File: config.mk
export PLATFORM = sky130hd
export DESIGN_NAME = alu_seq
export DESIGN_NICKNAME = d
export VERILOG_FILES = /design/src/rtl/alu_pkg.sv /design/src/rtl/alu_mul_iter.sv /design/src/rtl/alu_seq.sv
export SDC_FILE = /design/constraint.sdc
export NUM_CORES = 1
export LEC_CHECK = 0
export ABC_AREA = 1
export CELL_PAD_IN_SITES_DETAIL_PLACEMENT = 1
export CELL_PAD_IN_SITES_GLOBAL_PLACEMENT = 1
export CORE_AREA = 2 2 127 105
export DETAILED_ROUTE_END_ITERATION = 12
export DIE_AREA = 0 0 129 107
export GPL_TIMING_DRIVEN = 1
export PLACE_DENSITY = 0.59
export SLEW_MARGIN = 20
export SYNTH_ARGS = -nofsm -noshare
export SYNTH_HDL_FRONTEND = slang
export SYNTH_SLANG_ARGS = --single-unit
File: constraint.sdc
create_clock -name clk -period 1.7 [get_ports clk]
set_input_delay 0.34 -clock clk [delete_from_list [all_inputs] [get_ports clk]]
set_output_delay 0.34 -clock clk [all_outputs]
set_load 0.02 [all_outputs]
File: src/rtl/alu_pkg.sv
// Shared opcode map and controller state encoding for the sequential ALU.
package alu_pkg;

    localparam logic [3:0] OP_INC_A = 4'h0;
    localparam logic [3:0] OP_DEC_A = 4'h1;
    localparam logic [3:0] OP_DBL_A = 4'h2;
    localparam logic [3:0] OP_INC_B = 4'h3;
    localparam logic [3:0] OP_DEC_B = 4'h4;
    localparam logic [3:0] OP_DBL_B = 4'h5;
    localparam logic [3:0] OP_ADD   = 4'h6;
    localparam logic [3:0] OP_MUL   = 4'h7;
    localparam logic [3:0] OP_NOT_A = 4'h8;
    localparam logic [3:0] OP_NOT_B = 4'h9;
    localparam logic [3:0] OP_AND   = 4'hA;
    localparam logic [3:0] OP_OR    = 4'hB;
    localparam logic [3:0] OP_XOR   = 4'hC;
    localparam logic [3:0] OP_XNOR  = 4'hD;
    localparam logic [3:0] OP_NAND  = 4'hE;
    localparam logic [3:0] OP_NOR   = 4'hF;

    typedef enum logic [1:0] {
        S_IDLE = 2'd0,
        S_MUL  = 2'd1,
        S_DONE = 2'd2
    } state_t;

endpackage

File: src/rtl/alu_mul_iter.sv
// Iterative shift-add multiplier: one partial product per cycle over WIDTH cycles.
// done/product are presented combinationally during the final iteration so the parent can register them.
module alu_mul_iter #(
    parameter int WIDTH = 4
) (
    input  logic                 clk,
    input  logic                 rst,
    input  logic                 start,
    input  logic [WIDTH-1:0]     a,
    input  logic [WIDTH-1:0]     b,
    output logic                 done,
    output logic [2*WIDTH-1:0]   product
);

    localparam int CW = $clog2(WIDTH + 1);

    logic [2*WIDTH-1:0] mcand;
    logic [2*WIDTH-1:0] acc;
    logic [2*WIDTH-1:0] acc_nxt;
    logic [WIDTH-1:0]   mplier;
    logic [CW-1:0]      cnt;
    logic               busy;

    always_comb begin
        acc_nxt = mplier[0] ? (acc + mcand) : acc;
    end

    assign done    = busy && (cnt == CW'(1));
    assign product = acc_nxt;

    always_ff @(posedge clk) begin
        if (rst) begin
            mcand  <= '0;
            mplier <= '0;
            acc    <= '0;
            cnt    <= '0;
            busy   <= 1'b0;
        end else if (start) begin
            mcand  <= {{WIDTH{1'b0}}, a};
            mplier <= b;
            acc    <= '0;
            cnt    <= CW'(WIDTH);
            busy   <= 1'b1;
        end else if (busy) begin
            acc    <= acc_nxt;
            mcand  <= mcand << 1;
            mplier <= mplier >> 1;
            cnt    <= cnt - CW'(1);
            if (cnt == CW'(1)) begin
                busy <= 1'b0;
            end
        end
    end

endmodule

File: src/rtl/alu_seq.sv
// Handshaked WIDTH-bit ALU with double-width registered result and zero/carry flags.
// Single-cycle ops resolve in one edge; multiply runs through alu_mul_iter.
module alu_seq
    import alu_pkg::*;
#(
    parameter int WIDTH = 4
) (
    input  logic                 clk,
    input  logic                 rst,
    input  logic                 in_valid,
    output logic                 in_ready,
    input  logic [WIDTH-1:0]     a,
    input  logic [WIDTH-1:0]     b,
    input  logic [3:0]           op,
    output logic                 out_valid,
    input  logic                 out_ready,
    output logic [2*WIDTH-1:0]   y,
    output logic                 zero,
    output logic                 carry
);

    localparam int W2 = 2 * WIDTH;

    // Returns {carry, result}; operands are zero-extended so arithmetic wraps at 2*WIDTH bits.
    function automatic logic [W2:0] alu_eval(input logic [3:0] opc,
                                             input logic [WIDTH-1:0] av,
                                             input logic [WIDTH-1:0] bv);
        logic [W2-1:0] ax;
        logic [W2-1:0] bx;
        logic [W2-1:0] r;
        logic          c;
        ax = {{WIDTH{1'b0}}, av};
        bx = {{WIDTH{1'b0}}, bv};
        r  = '0;
        c  = 1'b0;
        case (opc)
            OP_INC_A: begin r = ax + W2'(1); c = r[WIDTH]; end
            OP_DEC_A: begin r = ax - W2'(1); c = (av == '0); end
            OP_DBL_A: begin r = ax << 1;     c = r[WIDTH]; end
            OP_INC_B: begin r = bx + W2'(1); c = r[WIDTH]; end
            OP_DEC_B: begin r = bx - W2'(1); c = (bv == '0); end
            OP_DBL_B: begin r = bx << 1;     c = r[WIDTH]; end
            OP_ADD:   begin r = ax + bx;     c = r[WIDTH]; end
            OP_NOT_A: r = {{WIDTH{1'b0}}, ~av};
            OP_NOT_B: r = {{WIDTH{1'b0}}, ~bv};
            OP_AND:   r = {{WIDTH{1'b0}}, av & bv};
            OP_OR:    r = {{WIDTH{1'b0}}, av | bv};
            OP_XOR:   r = {{WIDTH{1'b0}}, av ^ bv};
            OP_XNOR:  r = {{WIDTH{1'b0}}, ~(av ^ bv)};
            OP_NAND:  r = {{WIDTH{1'b0}}, ~(av & bv)};
            OP_NOR:   r = {{WIDTH{1'b0}}, ~(av | bv)};
            default:  r = '0;
        endcase
        return {c, r};
    endfunction

    state_t          state;
    state_t          state_nxt;
    logic            accept;
    logic            is_mul;
    logic [W2:0]     alu_res;
    logic            mul_done;
    logic [W2-1:0]   mul_prod;

    assign in_ready  = (state == S_IDLE) || ((state == S_DONE) && out_ready);
    assign accept    = in_valid && in_ready;
    assign is_mul    = (op == OP_MUL);
    assign alu_res   = alu_eval(op, a, b);
    assign out_valid = (state == S_DONE);

    alu_mul_iter #(
        .WIDTH (WIDTH)
    ) u_mul (
        .clk     (clk),
        .rst     (rst),
        .start   (accept && is_mul),
        .a       (a),
        .b       (b),
        .done    (mul_done),
        .product (mul_prod)
    );

    always_comb begin
        state_nxt = state;
        case (state)
            S_IDLE: begin
                if (accept) state_nxt = is_mul ? S_MUL : S_DONE;
            end
            S_MUL: begin
                if (mul_done) state_nxt = S_DONE;
            end
            S_DONE: begin
                // Consuming and accepting on the same edge chains straight into the next op.
                if (accept)         state_nxt = is_mul ? S_MUL : S_DONE;
                else if (out_ready) state_nxt = S_IDLE;
            end
            default: state_nxt = S_IDLE;
        endcase
    end

    always_ff @(posedge clk) begin
        if (rst) begin
            state <= S_IDLE;
            y     <= '0;
            zero  <= 1'b0;
            carry <= 1'b0;
        end else begin
            state <= state_nxt;
            if (accept && !is_mul) begin
                y     <= alu_res[W2-1:0];
                carry <= alu_res[W2];
                zero  <= (alu_res[W2-1:0] == '0);
            end else if ((state == S_MUL) && mul_done) begin
                y     <= mul_prod;
                carry <= |mul_prod[W2-1:WIDTH];
                zero  <= (mul_prod == '0);
            end
        end
    end

endmodule

**Routed clock nets over the placement**

Drawn at 2 px/micron.
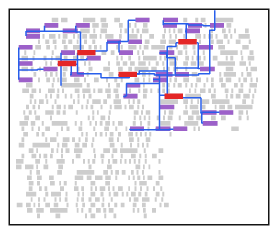
blue -> clock wires  # length 573 microns
red -> cells driving clock nets  # count 5
purple -> flip-flops  # count 36
routed clock nets = 6

**Placed standard cells**

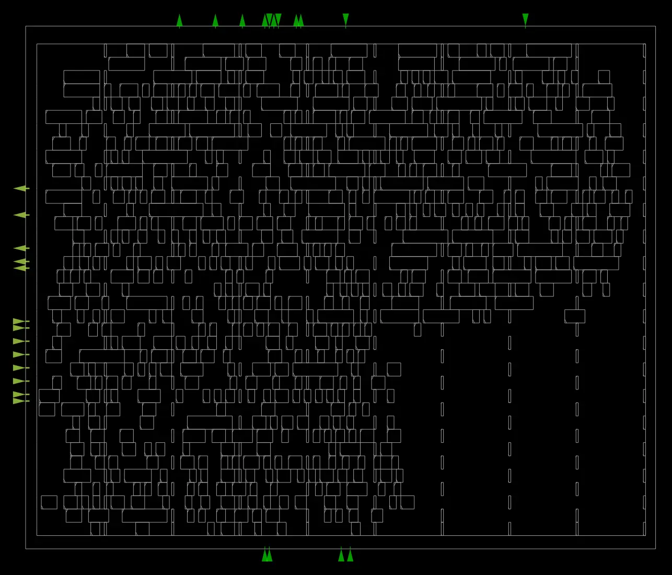
number of tap cells added at floorplan: 175
non-filler instance count after layout: 840
row count: 37

**Register map, names as in the netlist**

Drawn at 2 px/micron. Other sequential cells in the stronger gray, the rest of the logic in the fainter gray.
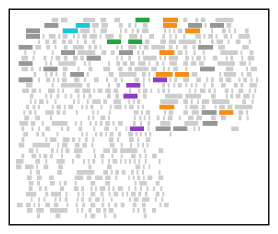
purple -> `u_mul.mplier`  # flops 4
green -> `u_mul.cnt`  # flops 3
cyan -> `state`  # flops 2
orange -> `u_mul.acc`  # flops 8
not colored = 19

**I/O nets highlighted**

Drawn at 4 px/micron.
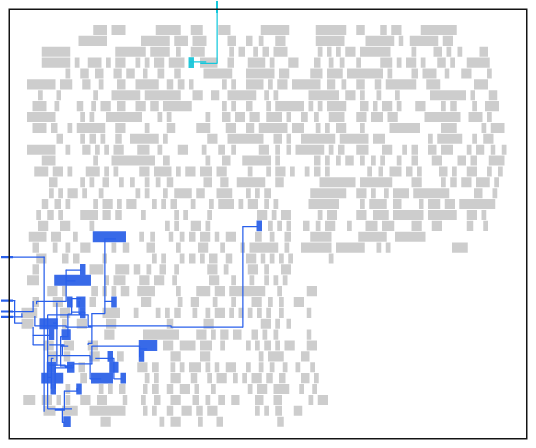
blue -> `b`  # bits 4, direction input, edge west, end cells 23, buffers 11, wire 415 microns
cyan -> `out_ready`  # bits 1, direction input, edge north, end cells 1, buffers 1, wire 21.4 microns

-- critical path, stage by stage (launching register included) --
cell	delay (ps)
dfxtp_2	350
ha_4	140
inv_2	30
fa_2	350
inv_2	80
buf_4	110
nand2_4	50
nand3_2	70
nand2_2	60
nand3_2	80
nand2_2	80
nor2_2	150
nand2_1	100
nand2_1	90
a21oi_2	50
-- cells by family after synthesis --
logic type	after synthesis
and+or+nand+nor	316
AOI/OAI and AO/OA	59
buffers and inverters	85
adders and majority gates	25
xor gates and xnor gates	3
DFF	36
-- routing by layer --
layer  vias up  GRT usage, %  share of wire, %
li1       1941             -                 -
met1      1848          27.4                49
met2        73          31.1                46
met3        12          2.74               3.6
met4         0          3.65               1.2
met5         -             0                 0
-- cell type report --
cell class,count,share of cell area (%)
clock buffer,7,3.05
tap,175,4.38
timing repair buffer,141,22.6
multi-input combinational,403,48.7
inverter,77,5.95
sequential,36,14.7
clock inverter,1,0.600
-- cell usage in the layout, fill, tap and decap left out, types with 2 or more instances in the layout --
cell type | netlist | final
nand2_1 | 170 | 148
buf_4 | 0 | 107
nor2_1 | 72 | 60
inv_1 | 71 | 59
nand3_1 | 49 | 36
dfxtp_1 | 36 | 25
a21oi_1 | 23 | 19
nand2_2 | 3 | 19
inv_2 | 4 | 13
nor2_2 | 3 | 12
clkdlybuf4s50_1 | 0 | 12
nand3_2 | 0 | 11
ha_1 | 23 | 11
ha_4 | 0 | 10
dfxtp_2 | 0 | 10
o21ai_0 | 16 | 8
nand4_1 | 7 | 7
a31oi_1 | 7 | 7
o21ai_1 | 4 | 6
o21ai_2 | 0 | 6
dlygate4sd2_1 | 0 | 6
nor2_4 | 2 | 5
nand2_4 | 0 | 5
clkbuf_16 | 0 | 5
buf_6 | 2 | 5
a21oi_2 | 1 | 4
or2_2 | 6 | 4
clkbuf_2 | 0 | 4
inv_4 | 0 | 3
o211ai_1 | 3 | 3
nor3_1 | 3 | 3
buf_2 | 2 | 3
nand3_4 | 0 | 2
or2_4 | 0 | 2
xor2_1 | 2 | 2
fa_2 | 0 | 2
ha_2 | 0 | 2
clkbuf_8 | 0 | 2
buf_12 | 0 | 2
-- where the power goes --
part           switching (mW)  internal [mW]  total, mW
clock network           0.360          0.772       1.13
registers              0.0218          0.869      0.891
logic                   0.410          0.325      0.735
total                   0.792           1.97       2.76
-- path summary, 6_finish.rpt --
path	start	end	slack [ps]	depth (start not counted)
hold / removal	u_mul.cnt[1]	u_mul.cnt[1]	470	2
setup / recovery	u_mul.mcand[0]	carry	-220	14
hold reg to reg	u_mul.cnt[1]	u_mul.cnt[1]	470	2
setup reg to reg	u_mul.mcand[0]	carry	-220	14
-- registers in the layout (all words and copies together) (netlist names) --
register,flops
u_mul.cnt,3
carry,1
y,8
u_mul.busy,1
zero,1
state,2
u_mul.acc,8
u_mul.mplier,4
u_mul.mcand,8
-- what timing repair did --
| item | CTS | global route |
|---|---|---|
| endpoints found under the hold margin | 0 | 0 |
| resized | 73 | 80 |
| endpoints found under the setup margin | 37 | 27 |
| pin swaps | 18 | 32 |
| cloned | 0 | 0 |
| setup buffers | 0 | 6 |
==> Implementation_results.wiki <==
== Implementation results ==
{| class="wikitable"
! Metric !! Value
|-
| Total area of multi-input combinational cells || 2430 sq um
|-
| Number of placed cells counting well taps || 828
|-
| Max-Cap Viols || 0
|-
| Result of the run || complete, but fails checks
|-
| Iteration-0 DRC count of the detailed router || 184
|-
| Overflow left after global routing || 0
|-
| Category of the critical setup timing path || reg2reg
|-
| Min-Delay Path Class || reg2reg
|-
| Max-slew violations || 0
|-
| Post-layout worst setup margin || -216 ps
|-
| Share of the yosys chip area belonging to registers || 23.5%
|-
| Combined area of all synthesized cells || 3070 sq um
|-
| Horizontal extent of the die || 129 microns
|-
| Final core occ || 39.9%
|-
| Fillers || 1639
|-
| YS warnings || 0
|-
| Violated checks || negative setup slack
|-
| Kind of start point of the critical path || register
|-
| Total setup violations reported at the end of the flow || 6
|-
| First-pass detailed-route iteration total || 5
|-
| Crit path DRT || 1860 ps
|-
| Cell taking the most area after synthesis || dfxtp_1
|-
| Dominant synthesized flop cell || dfxtp_1
|-
| Clock tree from TritonCTS || built
|-
| Wire length of the first global-routing pass || 20600 microns
|-
| Yosys stat area || 3070 sq um
|-
| Tightest Pin Transition || 390 ps
|-
| Die Y-Extent || 107 microns
|-
| Global-route total usage across every layer || 19.3%
|-
| Die Size || 13800 sq um
|-
| Share of post-route cells with drive strength above 1 || 37.1%
|-
| Simple-Gate Fraction of Synth Area || 43.2%
|-
| Number of sinks handled by clock tree synthesis || 36
|-
| Area share of fa/ha/maj cells after synthesis || 10.7%
|-
| OpenROAD warnings || 38
|-
| Mux contribution to synthesized area || 0%
|-
| Crit path max fanout || 2
|-
| Cell leakage power || 2.45 nW
|-
| Number of enable flip-flop cells || 0
|-
| Share of synthesized cell area in and-or and or-and compound cells || 10.7%
|-
| Synth async-reset ratio || 0%
|-
| CP Data Arrival Time || 2080 ps
|-
| Final worst path period share || 113%
|}
Power and IR drop assume default switching activity.
